`src/rtl/branch_unit.sv`:
```
// Branch resolution unit: decodes MIPS-style conditional branches and
// resolves them one cycle after the request. It also keeps a table of 2-bit
// prediction counters and saturating counts of branches and mispredictions.
module branch_unit #(
  parameter int DATA_W    = 32,
  parameter int BHT_DEPTH = 16,
  parameter int STAT_W    = 16
) (
  input  logic              clk,
  input  logic              reset,
  input  logic              eval_valid,
  input  logic [5:0]        eval_op,
  input  logic [4:0]        eval_rt,
  input  logic [DATA_W-1:0] eval_a,
  input  logic [DATA_W-1:0] eval_b,
  input  logic [DATA_W-1:0] eval_pc,
  input  logic [15:0]       eval_imm,
  input  logic              eval_pred,
  input  logic [DATA_W-1:0] lk_pc,
  output logic              lk_taken,
  output logic              res_valid,
  output logic              res_branch,
  output logic              res_taken,
  output logic [DATA_W-1:0] res_target,
  output logic              res_link,
  output logic [DATA_W-1:0] res_link_val,
  output logic              res_mispred,
  output logic [STAT_W-1:0] stat_br,
  output logic [STAT_W-1:0] stat_mis
);

  localparam int IDX_W = $clog2(BHT_DEPTH);

  localparam logic [5:0] OP_REGIMM = 6'b000001;
  localparam logic [5:0] OP_BEQ    = 6'b000100;
  localparam logic [5:0] OP_BNE    = 6'b000101;
  localparam logic [5:0] OP_BLEZ   = 6'b000110;
  localparam logic [5:0] OP_BGTZ   = 6'b000111;

  localparam logic [4:0] RT_BLTZ   = 5'b00000;
  localparam logic [4:0] RT_BGEZ   = 5'b00001;
  localparam logic [4:0] RT_BLTZAL = 5'b10000;
  localparam logic [4:0] RT_BGEZAL = 5'b10001;

  logic              w_is_branch;
  logic              w_cond;
  logic              w_link;
  logic              w_a_zero;
  logic              w_a_neg;
  logic              w_a_eq_b;
  logic [DATA_W-1:0] w_imm_sext;
  logic [DATA_W-1:0] w_pc_plus4;
  logic [DATA_W-1:0] w_target;
  logic [IDX_W-1:0]  w_lk_idx;
  logic [IDX_W-1:0]  w_ev_idx;
  logic              w_unused_lk;

  logic              r_valid;
  logic              r_branch;
  logic              r_taken;
  logic [DATA_W-1:0] r_target;
  logic              r_link;
  logic [DATA_W-1:0] r_link_val;
  logic              r_mispred;
  logic [IDX_W-1:0]  r_upd_idx;
  logic [STAT_W-1:0] r_stat_br;
  logic [STAT_W-1:0] r_stat_mis;
  logic [1:0]        r_bht [BHT_DEPTH];

  assign w_a_zero   = (eval_a == '0);
  assign w_a_neg    = eval_a[DATA_W-1];
  assign w_a_eq_b   = (eval_a == eval_b);
  assign w_imm_sext = {{(DATA_W-16){eval_imm[15]}}, eval_imm};
  assign w_pc_plus4 = eval_pc + DATA_W'(4);
  assign w_target   = w_pc_plus4 + (w_imm_sext << 2);
  assign w_ev_idx   = eval_pc[IDX_W+1:2];
  assign w_lk_idx   = lk_pc[IDX_W+1:2];

  // Only the index bits of the lookup address select a table entry.
  assign w_unused_lk = ^{lk_pc[DATA_W-1:IDX_W+2], lk_pc[1:0]};

  // Decode the opcode / rt pair into branch, condition and link flags.
  always_comb begin
    w_is_branch = 1'b0;
    w_cond      = 1'b0;
    w_link      = 1'b0;
    case (eval_op)
      OP_BEQ:  begin w_is_branch = 1'b1; w_cond = w_a_eq_b;              end
      OP_BNE:  begin w_is_branch = 1'b1; w_cond = !w_a_eq_b;             end
      OP_BLEZ: begin w_is_branch = 1'b1; w_cond = w_a_neg || w_a_zero;   end
      OP_BGTZ: begin w_is_branch = 1'b1; w_cond = !w_a_neg && !w_a_zero; end
      OP_REGIMM: begin
        case (eval_rt)
          RT_BLTZ:   begin w_is_branch = 1'b1; w_cond = w_a_neg;  end
          RT_BGEZ:   begin w_is_branch = 1'b1; w_cond = !w_a_neg; end
          RT_BLTZAL: begin w_is_branch = 1'b1; w_cond = w_a_neg;  w_link = 1'b1; end
          RT_BGEZAL: begin w_is_branch = 1'b1; w_cond = !w_a_neg; w_link = 1'b1; end
          default:   ;
        endcase
      end
      default: ;
    endcase
  end

  // Result register: loads on every accepted request and holds otherwise.
  always_ff @(posedge clk) begin
    if (reset) begin
      r_valid    <= 1'b0;
      r_branch   <= 1'b0;
      r_taken    <= 1'b0;
      r_target   <= '0;
      r_link     <= 1'b0;
      r_link_val <= '0;
      r_mispred  <= 1'b0;
      r_upd_idx  <= '0;
    end else begin
      r_valid <= eval_valid;
      if (eval_valid) begin
        r_branch   <= w_is_branch;
        r_taken    <= w_is_branch && w_cond;
        r_target   <= w_target;
        r_link     <= w_link;
        r_link_val <= w_pc_plus4;
        r_mispred  <= w_is_branch && (w_cond != eval_pred);
        r_upd_idx  <= w_ev_idx;
      end
    end
  end

  // Saturating statistics, counted as the result is registered.
  always_ff @(posedge clk) begin
    if (reset) begin
      r_stat_br  <= '0;
      r_stat_mis <= '0;
    end else if (eval_valid && w_is_branch) begin
      if (r_stat_br != '1) r_stat_br <= r_stat_br + STAT_W'(1);
      if ((w_cond != eval_pred) && (r_stat_mis != '1))
        r_stat_mis <= r_stat_mis + STAT_W'(1);
    end
  end

  // Prediction table: trained at the edge closing the result cycle, so a
  // reset on that edge cancels the update of an in-flight branch.
  always_ff @(posedge clk) begin
    if (reset) begin
      for (int i = 0; i < BHT_DEPTH; i++) r_bht[i] <= 2'b01;
    end else if (r_valid && r_branch) begin
      if (r_taken) begin
        if (r_bht[r_upd_idx] != 2'b11) r_bht[r_upd_idx] <= r_bht[r_upd_idx] + 2'b01;
      end else begin
        if (r_bht[r_upd_idx] != 2'b00) r_bht[r_upd_idx] <= r_bht[r_upd_idx] - 2'b01;
      end
    end
  end

  // Lookup reads the stored value, so a same-cycle update is not visible.
  assign lk_taken     = r_bht[w_lk_idx][1];
  assign res_valid    = r_valid;
  assign res_branch   = r_branch;
  assign res_taken    = r_taken;
  assign res_target   = r_target;
  assign res_link     = r_link;
  assign res_link_val = r_link_val;
  assign res_mispred  = r_mispred;
  assign stat_br      = r_stat_br;
  assign stat_mis     = r_stat_mis;

endmodule

```
`config.mk`:
```
export PLATFORM = sky130hd
export DESIGN_NAME = branch_unit
export DESIGN_NICKNAME = d
export VERILOG_FILES = /design/src/rtl/branch_unit.sv
export SDC_FILE = /design/constraint.sdc
export NUM_CORES = 1
export LEC_CHECK = 0
export ABC_AREA = 1
export CAP_MARGIN = 20
export CORE_MARGIN = 10
export CORE_UTILIZATION = 49
export DETAILED_ROUTE_END_ITERATION = 8
export PLACE_DENSITY = 0.81
export SYNTH_ARGS = -nofsm -noshare
export SYNTH_HDL_FRONTEND = slang
export SYNTH_SLANG_ARGS = --single-unit
```
`constraint.sdc`:
```
create_clock -name clk -period 5.6 [get_ports clk]
set_clock_uncertainty 0.2 [all_clocks]
set_input_delay 1.4 -clock clk [delete_from_list [all_inputs] [get_ports clk]]
set_output_delay 1.4 -clock clk [all_outputs]
set_load 0.02 [all_outputs]
```
run_1/class_map.png
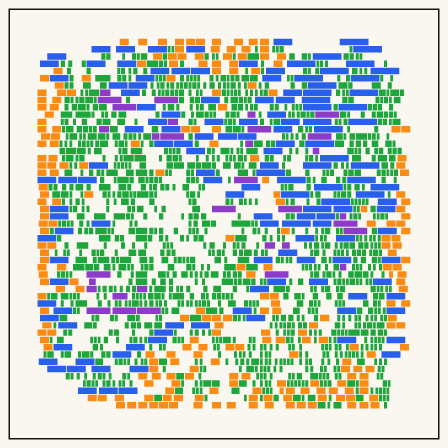
Key: remaining logic cells = green [cells 1,252, share of their area 51%]; remaining buffers and delay cells = orange [cells 235, share of their area 19%]; registers = blue [cells 139, share of their area 25%]; clock drivers and dummy loads = purple [cells 32, share of their area 4.7%]

run_1/m3.png
Bar = 50 um.
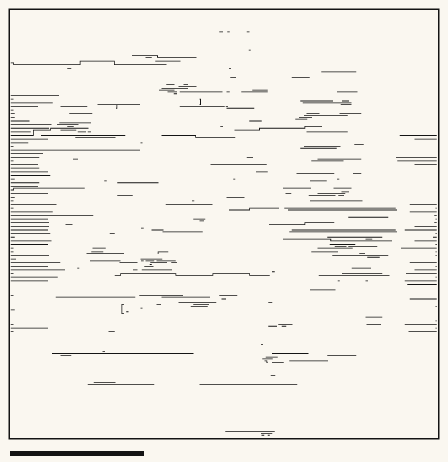
The longest straight run is 52.7 um. The layer holds 7.5% of the routed length. 211 nets have wire on it. The layer carries 2,440 um of wire.

run_1/placed.png
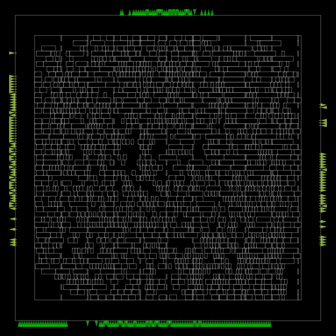
Filler Cells Inserted: 1,803
# Taps: 265

==> impl_metrics.json, run 1 <==
{
  "maxSlewHeadroom": 0.364,
  "first_pass_iters": 6,
  "cts_resized": 0,
  "numPortBuffers": 232,
  "drive_gt1_frac": 0.0483,
  "path_class": "in -> out",
  "drtIter0Drc": 719,
  "rsz0062_at_grt": "false",
  "via_per_inst": 5.33,
  "ios": 261,
  "postSynth.asyncResetShare": 0,
  "top_cell_area_share": 0.222,
  "area_growth_pct": 31.3,
  "die_w_um": 160,
  "cts_root_buf": "clkbuf_16",
  "status": "complete, no violations",
  "clock-sinks": 139,
  "layout_min_cycle_time_ps": 5050,
  "hold_buffers": 0,
  "netlist_instances": 1436,
  "diodes": 0,
  "p_leak_uw": 0.00531,
  "clk_latency_ps": 430,
  "wl_um": 32500,
  "worst_slew_pin_slew_ps": 953,
  "yosys_area_sq_um": 9630,
  "fin_cells": 1923,
  "initCoreUtil": 0.497,
  "dp_hpwl_um": 25700,
  "max-clock-path-buffers": 2,
  "syn_area_sq_um": 9630,
  "grt_pass1_wl_um": 51400,
  "edf_count": 32,
  "synth_cell_type_count": 52,
  "clkTransAtPathRegs_ps": 60,
  "finalWeightedCongestion": 0.995,
  "ff_type": "dfxtp_1",
  "die.size.y_um": 160,
  "rows": 51,
  "ys_seq_share": 0.322,
  "fp_nets": 1630,
  "vdd_ir_drop_max_mv": 0.251,
  "placedCellCount": 1891,
  "drc": 0,
  "core_region_area_sq_um": 19400,
  "tritoncts": "built",
  "min_path_type": "reg -> reg",
  "die-area_sq_um": 25700,
  "antenna_left": 0,
  "warnings": 56,
  "syn_area_per_cell_sq_um": 6.71,
  "grt.total_usage": 0.246,
  "fmax_mhz": 198,
  "post_cts.repair.setup_buffers": 0,
  "ys_cells": 1436,
  "antenna_found_initial": 0,
  "synth_flops": 139,
  "maxSlewViolCount": 0,
  "place_area_sq_um": 12100,
  "wl_per_cell_um": 16.9,
  "final_nets": 1839,
  "fin_area_sq_um": 12600,
  "cts_buffers": 17,
  "cp_max_fo": 16,
  "max-cap-violations": 0,
  "finalCritPeriodShare": 0.901
}
==> run 1: per-layer routing <==
layer / up-vias / global-route usage / part of all wire
li1: 5166 / - / -
met1: 4613 / 0.293 / 0.41
met2: 412 / 0.422 / 0.49
met3: 52 / 0.0640 / 0.075
met4: 0 / 0.0785 / 0.029
met5: - / 0 / 0
==> run 1: worst max-delay path: stages <==
cell	delay (ps)
clkdlybuf4s50_1	740
o21ai_0	130
a21oi_1	140
nor3_1	80
a311o_1	280
nand2_1	60
clkdlybuf4s50_1	600
==> run 1: per-stage QoR <==
step / util / setup WS (ps) / hold WS [ps] / total power, uW
floorplan: - / 1400 / 287 / 1520
global placement: 0.622 / 333 / 253 / 1830
detailed placement: 0.622 / 293 / 258 / 1830
CTS: 0.652 / 536 / 269 / 2940
global route: 0.652 / 364 / 299 / 3060
finish: 0.652 / 555 / 266 / 2930
==> run 1: power breakdown <==
part,internal [uW],switching [uW],total (uW)
sequential,1070,34.4,1110
combinational,295,419,714
clock,593,516,1110
==> run 1: state kept, by name, summed over array words and instances (netlist names), 4 cells and up, named ones only <==
register	cells
stat_mis	16
r_bht	32
r_upd_idx	4
stat_br	16
res_link_val	30
res_target	32
==> run 1: layout make-up <==
cell class	count	area [sq um]	share of cell area
Multi-Input combinational cell	1043	5520	0.436
Sequential cell	139	3100	0.245
Timing Repair Buffer	235	2330	0.185
Inverter	209	785	0.0620
Clock buffer	17	425	0.0336
Tap cell	265	332	0.0262
Clock inverter	15	149	0.0118
==> run 1: final timing paths <==
check,startpoint,end,slack (ps),cells after the start
setup / recovery,lk_pc[2],lk_taken,550,7
hold / removal,res_mispred,res_mispred,270,2
hold reg to reg,res_mispred,res_mispred,270,2
setup reg to reg,register,r_bht[9][0],2210,9
==> run 1: cell usage in the layout (no fill, tap or decap), types with 32 or more instances in the layout <==
cell	netlist	final
xor2_1	37	37
nor2_1	214	214
a21oi_1	88	88
nand4_1	72	72
inv_1	201	201
dfxtp_1	107	107
edfxtp_1	32	32
nand2_1	280	280
clkdlybuf4s50_1	0	230
nand3_1	62	62
ha_1	34	34
o21ai_0	92	92
==> run 1: kinds of logic after synthesis <==
logic type / share of synthesized area
buffers and inverters: 0.105
xor gates and xnor gates: 0.0635
DFF: 0.322
and+or+nand+nor: 0.319
muxes: 0.00416
adders and majority gates: 0.0462
AOI/OAI and AO/OA: 0.140
--- run 2 (diff from run 1) ---
SLEW_MARGIN = 20   (was default)
run_2/class_map.png
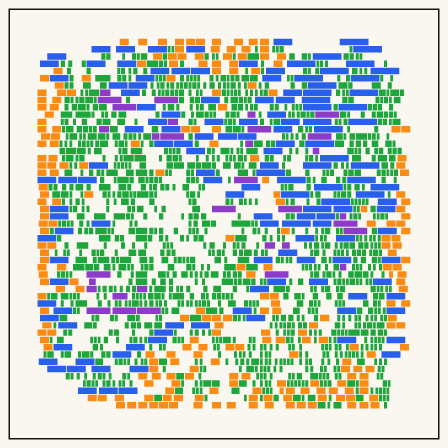
Key: remaining buffers and delay cells = orange [cells 235, share of their area 19%]; remaining logic cells = green [cells 1,252, share of their area 51%]; registers = blue [cells 139, share of their area 25%]; clock drivers and dummy loads = purple [cells 32, share of their area 4.7%]

==> impl_metrics.json, run 2 <==
{
  "layout_setup_ws_ps": 555,
  "top_cell_area_share": 0.222,
  "maxSlewHeadroom": 0.364,
  "min_path_type": "reg -> reg",
  "post_cts.repair.setup_buffers": 0,
  "vdd_ir_drop_max_mv": 0.251,
  "max-clock-path-buffers": 2,
  "final_common_cell": "nand2_1",
  "wl_per_cell_um": 16.9,
  "final_nets": 1839,
  "antenna_found_initial": 0,
  "min_path_cells": 2,
  "clk_latency_ps": 430,
  "grt_pass1_wl_um": 51400,
  "synth_flops": 139,
  "diodes": 0,
  "cts_resized": 0,
  "crit_start": "lk_pc[2]",
  "drc": 0,
  "cts_root_buf": "clkbuf_16",
  "finalWeightedCongestion": 0.995,
  "whs_ps": 266,
  "p_leak_uw": 0.00531,
  "tritoncts": "built",
  "drive_gt1_frac": 0.0483,
  "die_w_um": 160,
  "die-area_sq_um": 25700,
  "rsz0062_at_grt": "false",
  "cts_buffers": 17,
  "edf_count": 32,
  "cp_max_fo": 16,
  "r2r_cells": 9,
  "dp_worst_setup_slack_ps": 293,
  "area_growth_pct": 31.3,
  "first_pass_iters": 6,
  "status": "complete, no violations",
  "syn_area_per_cell_sq_um": 6.71,
  "yosys_area_sq_um": 9630,
  "timing.rr.end": "r_bht[9][0]",
  "final_cell_mix": "nand2_1, clkdlybuf4s50_1, nor2_1",
  "warnings": 56,
  "initCoreUtil": 0.497,
  "grt.total_usage": 0.246,
  "logic_area_sq_um": 5520,
  "placedCellCount": 1891,
  "layout_min_cycle_time_ps": 5050,
  "numPortBuffers": 232,
  "die.size.y_um": 160,
  "required_ps": 4000,
  "path_class": "in -> out",
  "clkTransAtPathRegs_ps": 60,
  "fp_nets": 1630,
  "rrSetupSlack_ps": 2210,
  "worst_slew_pin_slew_ps": 953,
  "seq_area_sq_um": 3100,
  "ff_type": "dfxtp_1",
  "max-cap-violations": 0,
  "ys_seq_share": 0.322,
  "clock-sinks": 139,
  "via_per_inst": 5.33,
  "rows": 51,
  "worstHoldStart": "res_mispred",
  "netlist_instances": 1436,
  "fin_cells": 1923,
  "ys_cells": 1436,
  "hold_buffers": 0,
  "synth_cell_type_count": 52,
  "setup_tns_ps": 0,
  "dp_hpwl_um": 25700,
  "syn_area_sq_um": 9630,
  "n_fill_cell": 1803,
  "drtIter0Drc": 719,
  "finalCritPeriodShare": 0.901,
  "wl_um": 32500,
  "antenna_left": 0,
  "maxSlewViolCount": 0,
  "ios": 261
}
run_2/placed.png
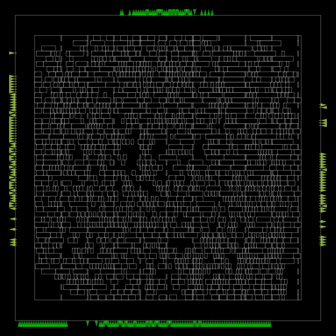
post-layout util: 0.652
core area: 19,400 sq um

==> run 2: cell counts in the layout (fill, tap and decap cells not counted) <==
No cell type changed its count.
==> run 2: cells by family (layout without fill, tap and decap cells) <==
group | Yosys count | count (layout) | share of synthesized area
buffers and inverters | 254 | 476 | 0.105
flip-flops | 139 | 139 | 0.322
AND/OR/NAND/NOR | 695 | 695 | 0.319
multiplexers | 4 | 4 | 0.00416
XOR/XNOR | 69 | 69 | 0.0635
AND-OR/OR-AND | 240 | 240 | 0.140
adder cells (fa/ha/maj) | 35 | 35 | 0.0462
==> run 2: worst max path at each step <==
stage | end | slack (ps) | cells past startpoint
global route | res_target[30] | 360 | 21
floorplan | res_target[31] | 1400 | 23
finish | lk_taken | 550 | 7
global placement | res_target[30] | 330 | 21
CTS | lk_taken | 540 | 7
detailed placement | res_target[30] | 290 | 23
==> run 2: final cells by class <==
class,instances,area share
Inverter,209,0.0620
Multi-Input combinational cell,1043,0.436
Tap cell,265,0.0262
Clock inverter,15,0.0118
Clock buffer,17,0.0336
Sequential cell,139,0.245
Timing Repair Buffer,235,0.185
==> run 2: report_power, final <==
group / total, uW / switching (uW) / internal [uW]
sequential: 1110 / 34.4 / 1070
clock: 1110 / 516 / 593
combinational: 714 / 419 / 295
total: 2930 / 970 / 1960
==> run 2: layer usage <==
| layer | part of all wire | GRT usage |
|---|---|---|
| met5 | 0 | 0 |
| met4 | 0.029 | 0.0785 |
| met1 | 0.41 | 0.293 |
| met2 | 0.49 | 0.422 |
| met3 | 0.075 | 0.0640 |
==> run 2: per-stage QoR <==
step	area, sq um	total power [uW]
after floorplan	9630	1520
after global placement	12100	1830
after detailed placement	12100	1830
after CTS	12600	2940
final	12600	2930
after global routing	12600	3060
==> run 2: worst max-delay path, cell delays in order <==
cell and delay, ps:
clkdlybuf4s50_1 740, o21ai_0 130, a21oi_1 140, nor3_1 80, a311o_1 280, nand2_1 60, clkdlybuf4s50_1 600
--- run 3 (diff from run 2) ---
CELL_PAD_IN_SITES_DETAIL_PLACEMENT = 0   (was default)
CELL_PAD_IN_SITES_GLOBAL_PLACEMENT = 1   (was default)
CORE_UTILIZATION = 37   (was 49)
PLACE_DENSITY = default   (was 0.81)
PLACE_DENSITY_LB_ADDON = 0.1   (was default)
run_3/util_map.png
18 x 18 tiles, from white (low) to dark blue (high), 0 to 100% covered.
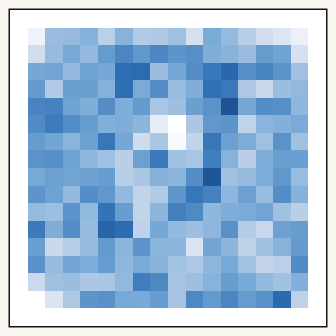
The mean over all tiles is 38%. 2.5% of the tiles are over 75% full. 22% of the tiles are nearly empty. The fullest tile reaches 85%.

==> impl_metrics.json, run 3 <==
{
  "status": "complete, no violations",
  "critPathLaunchType": "input pin",
  "top_cell_area_share": 0.222,
  "finalWeightedCongestion": 0.929,
  "clock-sinks": 139,
  "synth_cell_type_count": 52,
  "finalCritPeriodShare": 0.914,
  "cts_max_level": 4,
  "fp_nets": 1630,
  "edf_count": 32,
  "die.size.y_um": 181,
  "layout_setup_ws_ps": 481,
  "ys_cells": 1436,
  "setup_tns_ps": 0,
  "syn_area_sq_um": 9630,
  "max-cap-violations": 0,
  "warnings": 56,
  "cpMostUsedCell": "clkdlybuf4s50_1",
  "yosys_area_sq_um": 9630,
  "arrival_ps": 3520,
  "fmax_mhz": 195,
  "grt.overflow.total": 0,
  "topCellsByArea": "dfxtp_1, nand2_1, edfxtp_1, nor2_1, inv_1",
  "final_nets": 1841,
  "routed-via-count": 9970,
  "die-area_sq_um": 32900,
  "p_per_area_nw_per_um2": 231,
  "worst_slew_pin_slew_ps": 965,
  "first_pass_iters": 5,
  "drive_gt1_frac": 0.0494,
  "most_common_cell": "nand2_1",
  "core_region_area_sq_um": 25400,
  "crit_path_end_kind": "primary output",
  "die_w_um": 181,
  "clk_latency_ps": 430,
  "pwr-share-clk": 0.383,
  "grt_pass1_vias": 9583,
  "critPathTopFamily": "buffers and inverters",
  "n_fill_cell": 2651,
  "whs_ps": 270,
  "grt_pass1_wl_um": 52700,
  "crit_buf_inv": 2,
  "crit_chain": "clkdlybuf4s50_1 > nor2_1 > a211oi_1 > nor3_1 > a311o_1 > nand2_1 > clkdlybuf4s50_1",
  "grt.total_usage": 0.198,
  "ios": 261,
  "rsz0062_at_grt": "false",
  "post_cts.repair.setup_buffers": 0,
  "cp_max_fo": 16,
  "p_int_uw": 1960,
  "syn_area_per_cell_sq_um": 6.71,
  "postSynth.asyncResetShare": 0,
  "setup_viol": 0,
  "p_leak_uw": 0.00532,
  "maxSlewViolCount": 0,
  "p_switching_uw": 984,
  "synth_flops": 139,
  "cts_buffers": 17,
  "dp_worst_setup_slack_ps": 334,
  "drc": 0,
  "cts_root_buf": "clkbuf_16",
  "max-clock-path-buffers": 2,
  "antenna_left": 0,
  "yosysTopAreaCell": "dfxtp_1",
  "hold_buffers": 0,
  "ys_seq_share": 0.322,
  "netlist_instances": 1436,
  "initCoreUtil": 0.379,
  "wl_per_cell_um": 16.9,
  "area_growth_pct": 32.5,
  "via_per_inst": 5.00,
  "layout_min_cycle_time_ps": 5120,
  "min_path_type": "reg -> reg",
  "final_common_cell": "nand2_1",
  "wl_um": 33600,
  "grt_max_degree": 93,
  "path_class": "in -> out",
  "seq_power_share": 0.375,
  "p_comb_frac": 0.241,
  "switching_share": 0.334,
  "maxSlewHeadroom": 0.356,
  "rows": 58,
  "cpPeakStageDelay_ps": 790,
  "clkTransAtPathRegs_ps": 70,
  "yosysWarnings": 0,
  "numPortBuffers": 232,
  "finalPower_uw": 2940,
  "hold_viol": 0,
  "dp_hpwl_um": 26100,
  "vdd_ir_drop_max_mv": 0.144,
  "required_ps": 4000,
  "cpMaxStageDelayCell": "clkdlybuf4s50_1",
  "ff_type": "dfxtp_1",
  "synthTopCellsByCount": "nand2_1, nor2_1, inv_1",
  "final_cell_mix": "nand2_1, clkdlybuf4s50_1, nor2_1",
  "antenna_found_initial": 6,
  "drtIter0Drc": 650,
  "cts_resized": 0,
  "final_util": 0.502,
  "tritoncts": "built"
}
run_3/m3.png
Bar = 50 um.
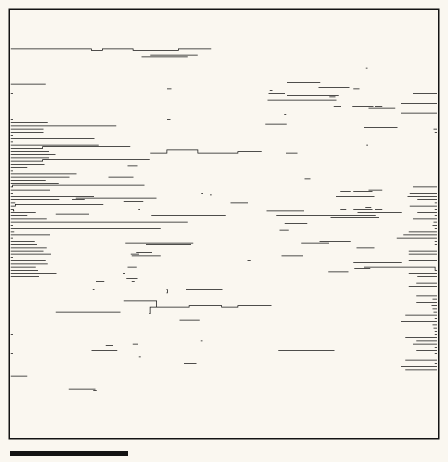
164 nets have wire on it. The layer carries 2,310 um of wire.

==> run 3: cell counts after synthesis <==
Identical to the previous run, type by type.
==> run 3: worst paths after layout <==
path	slack, ps	depth (start not counted)	end	from
min reg2reg	270	2	res_link_val[2]	res_link_val[2]
max reg2reg	2180	10	r_bht[8][1]	register
max	480	7	lk_taken	lk_pc[2]
min	270	2	res_link_val[2]	res_link_val[2]
==> run 3: cell families (layout without fill, tap and decap cells) <==
family,count (synthesis),after routing,share of synthesized area
simple gates,695,695,0.319
buf+inv,254,478,0.105
compound gates,240,240,0.140
flops,139,139,0.322
xor+xnor,69,69,0.0635
fa+ha+maj,35,35,0.0462
mux,4,4,0.00416
other cells,0,3,0
==> run 3: worst min-delay path, cell delays in order (launching register included) <==
cell     delay, ps
dfxtp_1        310
nand2_1         60
a21oi_1         50
==> run 3: routing by layer <==
layer	wire length (um)	track usage	vias up
met5	34	0	-
met4	373	0.0462	6
met3	2310	0.0551	26
met2	16100	0.331	260
met1	14800	0.247	4525
li1	-	-	5153
==> run 3: metrics by stage <==
stage,std cells,cell area [sq um]
3_3_place_gp,1958,12200
4_1_cts,1990,12800
6_report,1993,12800
5_1_grt,1992,12800
2_1_floorplan,1436,9630
3_5_place_dp,1958,12200
==> run 3: power groups by stage <==
stage	registers [uW]	clock network, uW	logic (uW)
finish	1100	1130	711
global route	1110	1190	784
CTS	1100	1150	716
detailed placement	1130	0	713
global placement	1130	0	710
floorplan	1160	0	358
==> run 3: layout make-up <==
type                            instances  area (sq um)  area share
Inverter                              209           785      0.0615
Sequential cell                       139          3100       0.243
Multi-Input combinational cell       1043          5520       0.433
Timing Repair Buffer                  237          2350       0.184
Tap cell                              330           413      0.0324
Clock buffer                           17           425      0.0333
Clock inverter                         15           155      0.0122
Antenna cell                            3          7.51    0.000588
Power figures rest on the tool's default switching activity, not on a simulated workload.
